### Routed metal per tile

Bar = 20 um. The die is cut into 12 by 12 equal tiles; white is low, dark blue is high, scaled to the fullest tile. Values are wire area over tile area, all layers added.
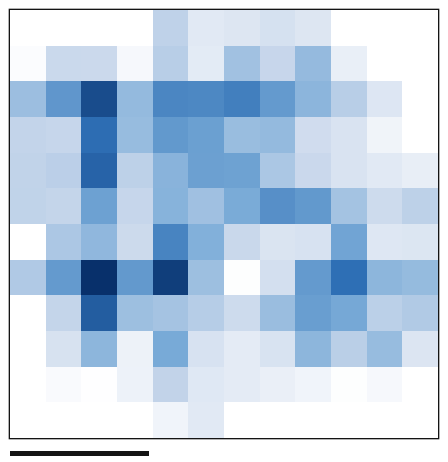
### A small window of the routed layout

Region (11, 11) to (51, 51) um. Cells in gray, sequential cells in the stronger gray; small squares are vias.
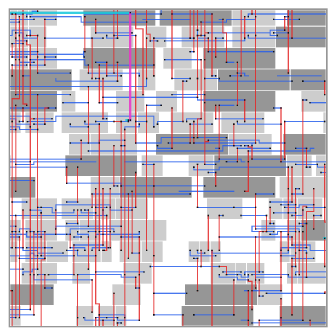
### The clock network

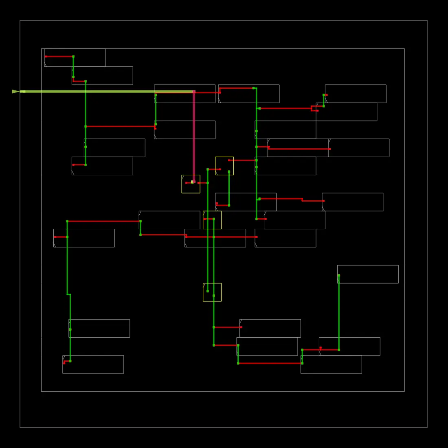
### Met3 routing

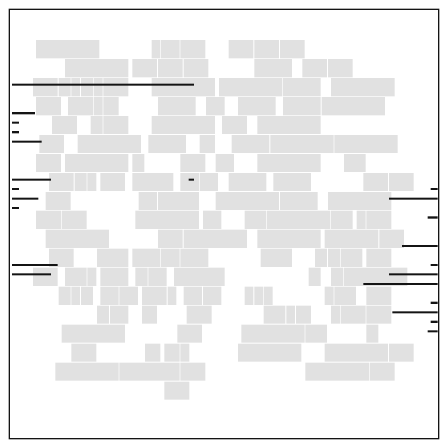
### Routed clock nets over the placement

Bar = 20 um.
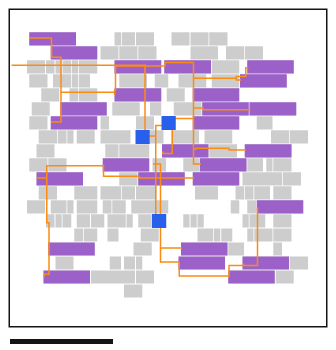
`config.mk`:
```
export PLATFORM = sky130hd
export DESIGN_NAME = operand_loader
export DESIGN_NICKNAME = d
export VERILOG_FILES = /design/src/rtl/operand_loader.sv
export SDC_FILE = /design/constraint.sdc
export NUM_CORES = 1
export LEC_CHECK = 0
export ABC_CLOCK_PERIOD_IN_PS = 3280
export CAP_MARGIN = 20
export CORE_MARGIN = 3
export CORE_UTILIZATION = 45
export DETAILED_ROUTE_END_ITERATION = 7
export GPL_TIMING_DRIVEN = 0
export PLACE_DENSITY = 0.78
export SLEW_MARGIN = 20
export SYNTH_ARGS = -nofsm -noshare
export SYNTH_HDL_FRONTEND = slang
export SYNTH_SLANG_ARGS = --single-unit
```
`constraint.sdc`:
```
create_clock -name clk -period 3.28 [get_ports clk]
set_input_delay 0.656 -clock clk [delete_from_list [all_inputs] [get_ports clk]]
set_output_delay 0.656 -clock clk [all_outputs]
set_load 0.02 [all_outputs]
```
`src/rtl/operand_loader.sv`:
```
// Serial-to-parallel operand feeder for the three-operand comparator.
// Ports: clk, rst_n, in_data/in_valid/in_ready (beat stream), flush,
//   A/B/C + ops_valid/ops_ready (triple out), load_count, busy,
//   timeout_err. Optional mid-triple abort: define LOADER_TIMEOUT_EN.
module operand_loader #(
  parameter int N     = 5,
  parameter int CNT_W = 8
`ifdef LOADER_TIMEOUT_EN
  ,
  parameter int TIMEOUT = 15
`endif
) (
  input  logic             clk,
  input  logic             rst_n,
  input  logic [N-1:0]     in_data,
  input  logic             in_valid,
  output logic             in_ready,
  input  logic             flush,
  output logic [N-1:0]     A,
  output logic [N-1:0]     B,
  output logic [N-1:0]     C,
  output logic             ops_valid,
  input  logic             ops_ready,
  output logic [CNT_W-1:0] load_count,
  output logic             busy,
  output logic             timeout_err
);

  localparam logic [2:0] S_IDLE = 3'd0;
  localparam logic [2:0] S_LA   = 3'd1;
  localparam logic [2:0] S_LB   = 3'd2;
  localparam logic [2:0] S_LC   = 3'd3;
  localparam logic [2:0] S_PR   = 3'd4;

  logic [2:0] state;
  logic       armed;
  logic       accept;
  logic       abort;

  assign in_ready  = (state == S_LA) | (state == S_LB)
                   | (state == S_LC);
  assign busy      = (state == S_LB) | (state == S_LC);
  assign ops_valid = (state == S_PR);
  assign accept    = in_valid & in_ready;

`ifdef LOADER_TIMEOUT_EN
  localparam int TW = (TIMEOUT < 1) ? 1 : $clog2(TIMEOUT + 1);

  logic [TW-1:0] idle_cnt;

  // Abort fires on the idle cycle that would bring the count to TIMEOUT.
  assign abort = busy & ~accept
               & (idle_cnt == TW'(TIMEOUT - 1));

  always_ff @(posedge clk or negedge rst_n) begin
    if (!rst_n) begin
      idle_cnt    <= '0;
      timeout_err <= 1'b0;
    end else begin
      timeout_err <= abort & ~flush;
      if (flush | abort | accept | ~busy)
        idle_cnt <= '0;
      else
        idle_cnt <= idle_cnt + 1'b1;
    end
  end
`else
  assign abort       = 1'b0;
  assign timeout_err = 1'b0;
`endif

  always_ff @(posedge clk or negedge rst_n) begin
    if (!rst_n) begin
      state      <= S_IDLE;
      armed      <= 1'b0;
      A          <= '0;
      B          <= '0;
      C          <= '0;
      load_count <= '0;
    end else if (state == S_IDLE) begin
      // Spend one full cycle in IDLE after release.
      armed <= 1'b1;
      if (armed)
        state <= S_LA;
    end else if (flush | abort) begin
      state <= S_LA;
      A     <= '0;
      B     <= '0;
      C     <= '0;
    end else begin
      case (state)
        S_LA: if (accept) begin
          A     <= in_data;
          state <= S_LB;
        end
        S_LB: if (accept) begin
          B     <= in_data;
          state <= S_LC;
        end
        S_LC: if (accept) begin
          C     <= in_data;
          state <= S_PR;
        end
        S_PR: if (ops_ready) begin
          load_count <= load_count + 1'b1;
          state      <= S_LA;
        end
        default: state <= S_IDLE;
      endcase
    end
  end

endmodule

```
==> impl_metrics.py <==
# Generated from Yosys and OpenROAD reports
metrics = {
    "final_layout": {
        "ff_latch_area_um2": 676,
    },
    "run": {
        "cap_violations": 0,
    },
    "drt": {
        "num_vias": 917,
    },
    "min_path": {
        "holdCritPathClass": "input port to async pin",
    },
    "power": {
        "p_int_mw": 0.583,
        "leakagePower_nw": 0.883,
        "share_comb_of_total_power": 0.357,
        "power_frac_clock": 0.169,
    },
    "setup_path": {
        "r2r-end": "A[0]",
        "path_max_fanout": 8,
        "slowest_stage": "clkdlybuf4s50_1",
        "reg2reg_depth": 4,
        "crit_type": "flop to primary output",
    },
    "final_timing": {
        "tightestPinTransition_ns": 0.593,
        "setup_viol": 0,
        "min_period_over_period": 0.734,
        "fin_setup_tns_ns": 0,
    },
    "global_route": {
        "track_usage": 0.151,
        "grt_first_pass_wirelength_mm": 4.22,
        "grt_overflow": 0,
        "antenna_found_initial": 0,
    },
    "placed_design": {
        "portBuffers": 35,
    },
    "clock_tree": {
        "ctsHtreeMaxLevel": 1,
        "cts_resized": 0,
    },
    "logic_synthesis": {
        "synthCells": 109,
        "yosysChipArea_um2": 1380,
        "async_reset_ff_frac": 1.00,
    },
    "outcome": {
        "status": "complete, no violations",
    },
}
## Picture notes: 'Routed metal per tile'
mean over tiles	0.11
tiles over half the peak	18%
fullest tile	0.38
emptiest ninth of the die	top right
nearly empty tiles	21%

## Picture notes: 'A small window of the routed layout'
layer	color
metal 4	magenta
metal 1	blue
metal 3	cyan
metal 2	red
netlist names of flops here include	`A` (5), `B` (5), `load_count` (5)
most frequent	dfrtp_1 (20), nand2_1 (10), mux2_4 (9)
cells with their middle in the window	97
sequential cells in the window	20

## Picture notes: 'The clock network'
total CTS buffers: 3
# clock sinks: 27
clock network latency to the later pin of the worst-skew pair: 0.32 ns
seq_cells: 27
clk pwr: 0.146 mW

## Picture notes: 'Met3 routing'
share of all routed wire	3.7%
longest straight run	25.8 um

## Picture notes: 'Routed clock nets over the placement'
[clock wires] orange | length: 302 um
[clock drivers] blue | count: 3
[flip-flops] purple | count: 27
routed clock nets	4

-- power by group through the flow --
stage | sequential, mW | combinational (mW) | clock (mW)
2_1_floorplan | 0.464 | 0.126 | 0
3_3_place_gp | 0.413 | 0.306 | 0
3_5_place_dp | 0.415 | 0.309 | 0
4_1_cts | 0.409 | 0.311 | 0.156
5_1_grt | 0.416 | 0.329 | 0.171
6_report | 0.409 | 0.307 | 0.146
-- flip-flops by register name (all words and copies together) (netlist names) --
name,count
state,3
load_count,8
C,5
armed,1
B,5
A,5
-- Yosys cell counts, types with 2 or more instances --
library cell / n / share of area
nor2b_1: 2 / 0.0091
o21ai_0: 5 / 0.018
mux2_4: 10 / 0.11
dfrtp_1: 27 / 0.49
xor2_1: 5 / 0.032
nor3_2: 2 / 0.015
nand2b_1: 2 / 0.0091
a21oi_1: 2 / 0.0073
and2b_1: 4 / 0.022
buf_4: 2 / 0.011
o21ai_4: 2 / 0.024
mux2i_1: 5 / 0.036
nand3_1: 2 / 0.0073
xnor2_1: 3 / 0.019
nor2_1: 2 / 0.0054
nor3_1: 3 / 0.011
nand2_1: 12 / 0.033
-- critical path, delay by kind of cell, from the launching register on --
family / cells / cell delay (ns)
and+or+nand+nor: 2 / 0.28
DFF: 1 / 0.40
buffers and inverters: 2 / 0.75
-- through the flow --
stage,util,instances,hold slack (ns),setup slack (ns)
finish,0.634,179,0.311,0.873
detailed placement,0.624,175,0.461,1.07
global placement,0.625,175,0.457,1.10
CTS,0.634,179,0.322,0.842
floorplan,-,109,0.360,1.76
global route,0.634,179,0.325,0.775
-- worst max-delay path by stage --
stage,start,slack (ns),to,cells past startpoint
final,state[0],0.87,ops_valid,4
after global routing,state[0],0.78,ops_valid,4
after CTS,state[0],0.84,ops_valid,4
after detailed placement,flush,1.07,load_count[7],4
after global placement,flush,1.10,load_count[7],4
after floorplan,state[0],1.76,ops_valid,3
-- final cells by class --
type,instances,share of cell area
tap,31,0.0216
clock inverter,1,0.00418
clock buffer,3,0.0126
timing repair buffer,35,0.192
buffer,5,0.0216
sequential,27,0.377
inverter,1,0.00209
multi-input combinational,76,0.369
-- metal layers --
metal	global-route usage	routed length (um)	up-vias
met5	0	0	-
met4	0.0455	13	0
met3	0.0252	95	2
met2	0.248	1230	22
met1	0.204	1230	445
li1	-	-	448
-- kinds of logic (layout without fill, tap and decap cells) --
family,after synthesis,after routing,synth area share
muxes,15,15,0.145
AOI/OAI and AO/OA,12,12,0.0716
adders and majority gates,1,1,0.00906
other,1,1,0.00272
xor gates and xnor gates,8,8,0.0508
and+or+nand+nor,39,39,0.200
buffers and inverters,6,45,0.0308
DFF,27,27,0.490
Power figures rest on the tool's default switching activity, not on a simulated workload.
